File: src/rtl/mips_pkg.sv
// Shared MIPS core definitions: default datapath width, primary opcodes,
// fetch-stage state encoding and the IF/ID pipeline register layout.
package mips_pkg;

  localparam int unsigned XLEN_DEF = 32;

  localparam logic [5:0] OPC_NOP   = 6'h3F;
  localparam logic [5:0] OPC_RTYPE = 6'h00;
  localparam logic [5:0] OPC_LW    = 6'h23;
  localparam logic [5:0] OPC_SW    = 6'h2B;
  localparam logic [5:0] OPC_BEQ   = 6'h04;
  localparam logic [5:0] OPC_ADDI  = 6'h08;

  typedef enum logic [1:0] {
    S_BOOT,
    S_REQ,
    S_HOLD
  } fetch_state_t;

  typedef struct packed {
    logic                valid;
    logic [XLEN_DEF-1:0] instr;
    logic [XLEN_DEF-1:0] pc4;
  } if_id_t;

endpackage

File: src/rtl/fetch_stage.sv
// Instruction-fetch stage with IF/ID pipeline register.
// Issues one outstanding word fetch at a time over a req/ack handshake,
// buffers an instruction acked during a stall in a skid register, and
// honours branch redirect/flush with priority over stall.
// Ports:
//   clk, reset (async, active-low)
//   imem_req/imem_addr/imem_rdata/imem_ack : instruction memory handshake
//   stall_in                              : hold PC and IF/ID
//   branch_taken/branch_target            : redirect + flush pulse
//   if_id_valid/if_id_instr/if_id_pc4     : IF/ID register to decode
//   next_opCode                           : opcode to main control (NOP on bubble)
module fetch_stage
  import mips_pkg::*;
#(
  parameter int unsigned     XLEN     = XLEN_DEF,
  parameter logic [XLEN-1:0] RESET_PC = '0
) (
  input  logic            clk,
  input  logic            reset,
  output logic            imem_req,
  output logic [XLEN-1:0] imem_addr,
  input  logic [XLEN-1:0] imem_rdata,
  input  logic            imem_ack,
  input  logic            stall_in,
  input  logic            branch_taken,
  input  logic [XLEN-1:0] branch_target,
  output logic            if_id_valid,
  output logic [XLEN-1:0] if_id_instr,
  output logic [XLEN-1:0] if_id_pc4,
  output logic [5:0]      next_opCode
);

  fetch_state_t    state, state_n;
  logic [XLEN-1:0] pc, pc_n;
  logic [XLEN-1:0] req_addr, req_addr_n;
  logic [XLEN-1:0] skid, skid_n;
  logic            drop, drop_n;
  logic            valid_n;
  logic [XLEN-1:0] instr_n, pc4_n;
  logic [XLEN-1:0] req_addr_inc;
  logic [XLEN-1:0] redirect;

  assign req_addr_inc = req_addr + XLEN'(4);
  assign redirect     = branch_taken ? branch_target : pc;

  assign imem_req    = (state == S_REQ);
  assign imem_addr   = req_addr;
  assign next_opCode = if_id_valid ? if_id_instr[XLEN-1:XLEN-6] : OPC_NOP;

  always_comb begin
    state_n    = state;
    pc_n       = pc;
    req_addr_n = req_addr;
    skid_n     = skid;
    drop_n     = drop;
    valid_n    = if_id_valid;
    instr_n    = if_id_instr;
    pc4_n      = if_id_pc4;
    unique case (state)
      S_BOOT: begin
        req_addr_n = pc;
        state_n    = S_REQ;
      end
      S_REQ: begin
        if (imem_ack && (drop || branch_taken)) begin
          // Stale or redirected response: restart fetch at the redirect point.
          pc_n       = redirect;
          req_addr_n = redirect;
          drop_n     = 1'b0;
          valid_n    = 1'b0;
        end else if (branch_taken) begin
          // Cannot abandon the in-flight request; mark its data for discard.
          pc_n    = branch_target;
          drop_n  = 1'b1;
          valid_n = 1'b0;
        end else if (imem_ack && !stall_in) begin
          valid_n    = 1'b1;
          instr_n    = imem_rdata;
          pc4_n      = req_addr_inc;
          pc_n       = req_addr_inc;
          req_addr_n = req_addr_inc;
        end else if (imem_ack) begin
          skid_n  = imem_rdata;
          pc_n    = req_addr_inc;
          state_n = S_HOLD;
        end else if (!stall_in) begin
          valid_n = 1'b0;
        end
      end
      S_HOLD: begin
        if (branch_taken) begin
          pc_n       = branch_target;
          req_addr_n = branch_target;
          valid_n    = 1'b0;
          state_n    = S_REQ;
        end else if (!stall_in) begin
          // pc already holds the skid instruction's PC+4.
          valid_n    = 1'b1;
          instr_n    = skid;
          pc4_n      = pc;
          req_addr_n = pc;
          state_n    = S_REQ;
        end
      end
      default: state_n = S_BOOT;
    endcase
  end

  always_ff @(posedge clk or negedge reset) begin
    if (!reset) begin
      state       <= S_BOOT;
      pc          <= RESET_PC;
      req_addr    <= RESET_PC;
      skid        <= '0;
      drop        <= 1'b0;
      if_id_valid <= 1'b0;
      if_id_instr <= '0;
      if_id_pc4   <= '0;
    end else begin
      state       <= state_n;
      pc          <= pc_n;
      req_addr    <= req_addr_n;
      skid        <= skid_n;
      drop        <= drop_n;
      if_id_valid <= valid_n;
      if_id_instr <= instr_n;
      if_id_pc4   <= pc4_n;
    end
  end

endmodule
File: config.mk
export PLATFORM = sky130hd
export DESIGN_NAME = fetch_stage
export DESIGN_NICKNAME = d
export VERILOG_FILES = /design/src/rtl/mips_pkg.sv /design/src/rtl/fetch_stage.sv
export SDC_FILE = /design/constraint.sdc
export NUM_CORES = 1
export LEC_CHECK = 0
export ABC_AREA = 1
export ABC_CLOCK_PERIOD_IN_PS = 2210
export CORE_MARGIN = 1
export CORE_UTILIZATION = 40
export CTS_BUF_LIST = sky130_fd_sc_hd__clkbuf_4
export CTS_CLUSTER_SIZE = 12
export DETAILED_ROUTE_END_ITERATION = 10
export SYNTH_ARGS = -nofsm -noshare
export SYNTH_HDL_FRONTEND = slang
export SYNTH_SLANG_ARGS = --single-unit
export TNS_END_PERCENT = 20
File: constraint.sdc
create_clock -name clk -period 2.21 [get_ports clk]
set_input_delay 0.221 -clock clk [delete_from_list [all_inputs] [get_ports clk]]
set_output_delay 0.221 -clock clk [all_outputs]
set_load 0.05 [all_outputs]
==> flow_summary.json <==
{
  "syn-num-nets": 1411,
  "chipHeight_um": 157.6,
  "yosysTopAreaCell": "dfrtp_1",
  "dpl-instance-area_sq_um": 11890,
  "crit_path_start": "imem_addr[9]",
  "multi_input_comb_cells": 1000,
  "finalHoldViolCount": 0,
  "async_reset_ff_share_pct": 100.0,
  "worst_pin_slew_ns": 0.5646,
  "warnings": 31,
  "n_clock_buffer": 17,
  "gp_congestion": 0.8865,
  "dpl.cell_count": 1789,
  "comb_share_pct": 39.35,
  "layout_top_cell": "nand2_1",
  "end_kind": "output port",
  "synth_flops": 164,
  "run_status": "complete, no violations",
  "cts_buffers": 17,
  "start_kind": "flop",
  "grt_pass1_wl_um": 48690,
  "cp_top_family": "buffers and inverters",
  "cts_sinks": 164,
  "postSynthSeqShare_pct": 42.39,
  "via_per_inst": 5.287,
  "regToRegSetupSlack_ns": 0.13,
  "hp-class": "input port to asynchronous set/reset pin",
  "seq_share_pct": 33.35,
  "yosys_cells": 1336,
  "drive_gt1_share_pct": 8.771,
  "first_pass_iters": 7,
  "r2r_start": "imem_addr[2]",
  "finalSetupViolations": 0,
  "n_tap_cell": 319,
  "worstPathRequired_ns": 1.99,
  "n_antenna_cell": 1,
  "fmax_mhz": 471.1,
  "htreeDepth": 4,
  "max-slew-margin-rel_pct": 62.30,
  "critPathBufInv": 1,
  "drv_cap": 0,
  "num_io_pins": 173,
  "drc": 0,
  "reg2reg_depth": 10,
  "grt_usage_pct": 25.37,
  "top_cell": "nand2_1",
  "io_buffers": 172,
  "seq_area_sq_um": 4104,
  "clock_latency_ns": 0.57,
  "fin_area_sq_um": 12310,
  "crit_chain": "clkdlybuf4s50_1",
  "syn_to_final_growth_pct": 27.12,
  "crit_cells": 1,
  "dominant_cells": "logic gates",
  "ant_nets": 0,
  "finalCriticalPeriod_ns": 2.123,
  "cpPeakStageDelay_ns": 0.85,
  "drv_slew": 0,
  "path_class": "flop to output port",
  "routedWlPerCell_um": 16.85,
  "drt_wl_total_um": 30750,
  "die_w_um": 157.6,
  "slowest_stage": "clkdlybuf4s50_1",
  "hpwl_um": 21020,
  "finalClockSkew_ns": 0.02459
}
-- state kept, by name (all words and copies together), names as in the netlist --
name / count
if_id_instr: 32
if_id_pc4: 32
imem_addr: 32
pc: 32
skid: 32
state: 2
drop: 1
if_id_valid: 1
-- stage by stage --
step | hold WS [ns] | worst slack, ns
2_1_floorplan | -0.07459 | 0.03726
3_3_place_gp | 0.1529 | 0.006644
3_5_place_dp | 0.1494 | -0.06141
4_1_cts | 0.08032 | 0.001611
5_1_grt | 0.07264 | -0.004410
6_report | 0.1077 | 0.08743
-- logic make-up after synthesis --
logic type	after synthesis	synth area share [%]
multiplexers	26	3.335
XOR/XNOR	14	1.267
flip-flops	164	42.39
AND-OR/OR-AND	283	16.48
adder cells (fa/ha/maj)	6	0.7755
buffers and inverters	172	7.962
AND/OR/NAND/NOR	671	27.79
-- layer usage --
| metal | global-route usage (%) | wire length (um) | vias to the layer above |
|---|---|---|---|
| li1 | - | - | 4713 |
| met4 | 8.276 | 643 | 0 |
| met3 | 3.937 | 1756 | 42 |
| met5 | 0 | 0 | - |
| met1 | 33.45 | 13750 | 4513 |
| met2 | 42.41 | 14600 | 381 |
-- timing repair --
item	in CTS	in global routing
endpoints found under the hold margin	164	0
pin swaps	1	0
resized	11	25
hold buffers	1	0
setup buffers	2	1
endpoints found under the setup margin	36	53
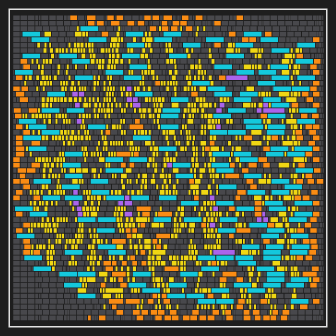
Fig. 1. Cells colored by class.
Fill, decap, tap and diode cells in gray.
legend:
  remaining buffers and delay cells:
    color: orange
    cells: 221
    share_of_their_area: 19%
  clock drivers and dummy loads:
    color: purple
    cells: 31
    share_of_their_area: 2.7%
  registers:
    color: cyan
    cells: 164
    share_of_their_area: 34%
  remaining logic cells:
    color: yellow
    cells: 1,089
    share_of_their_area: 44%

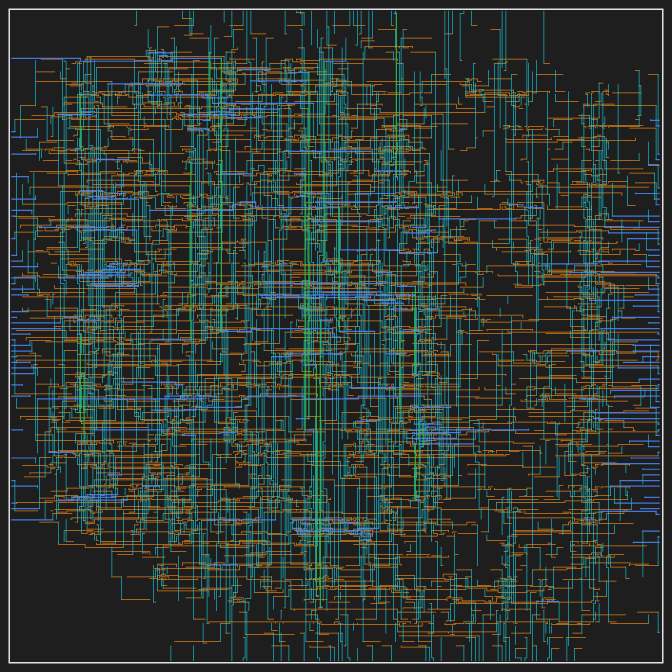
Fig. 2. Signal wires by layer.
legend:
  M3:
    color: blue
    wire_length: 1,760 um
  M4:
    color: green
    wire_length: 643 um
  M2:
    color: cyan
    wire_length: 14,600 um
  M1:
    color: orange
    wire_length: 13,700 um

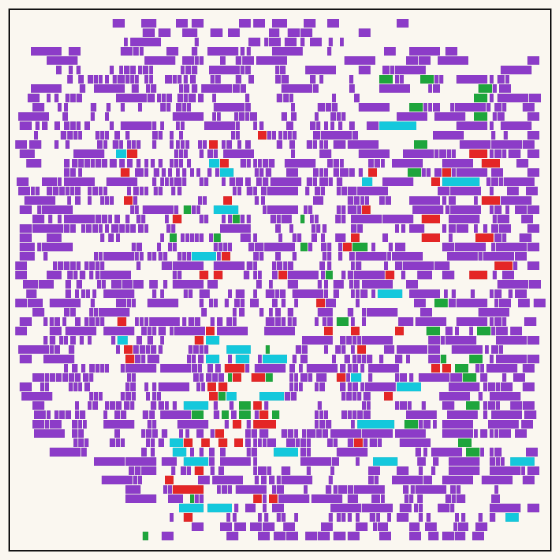
Fig. 3. Drive-strength map.
legend:
  x1 and smaller:
    color: purple
    cells: 1,373
    most_used: nand2_1
  x3 and x4:
    color: red
    cells: 63
    most_used: buf_4
  x2:
    color: green
    cells: 39
    most_used: mux2_2
  x6 and larger:
    color: cyan
    cells: 30
    most_used: buf_12

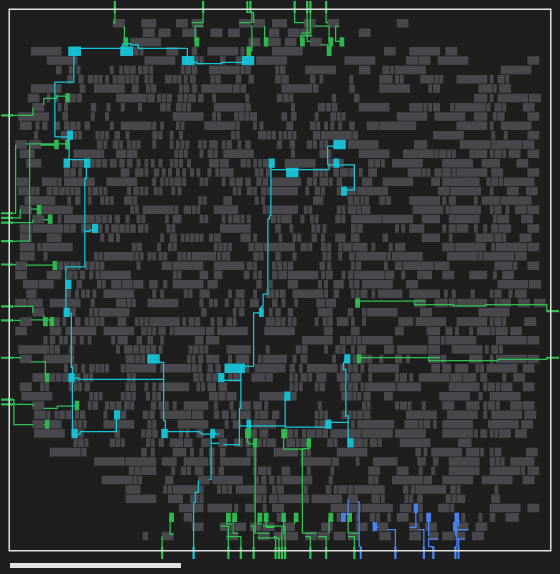
Fig. 4. Nets reached from selected ports.
Scale bar: 50 um.
legend:
  `branch_target`:
    color: green
    bits: 32
    direction: input
    end_cells: 34
    buffers: 32
    wire: 596 um
  `next_opCode`:
    color: blue
    bits: 6
    direction: output
    end_cells: 6
    buffers: 6
    wire: 71.8 um
  `imem_ack`:
    color: cyan
    bits: 1
    direction: input
    end_cells: 29
    buffers: 3
    wire: 545 um

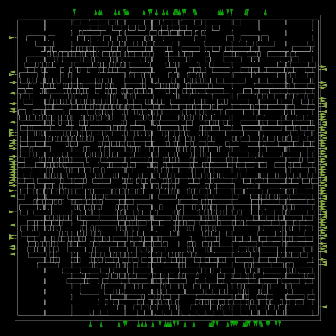
Fig. 5. Cell outlines without signal wires.
Final Core Density: 52.11%
Fill cells: 2,315
sequential cell count: 164
row cnt: 56
Core Region: 23,610 sq um

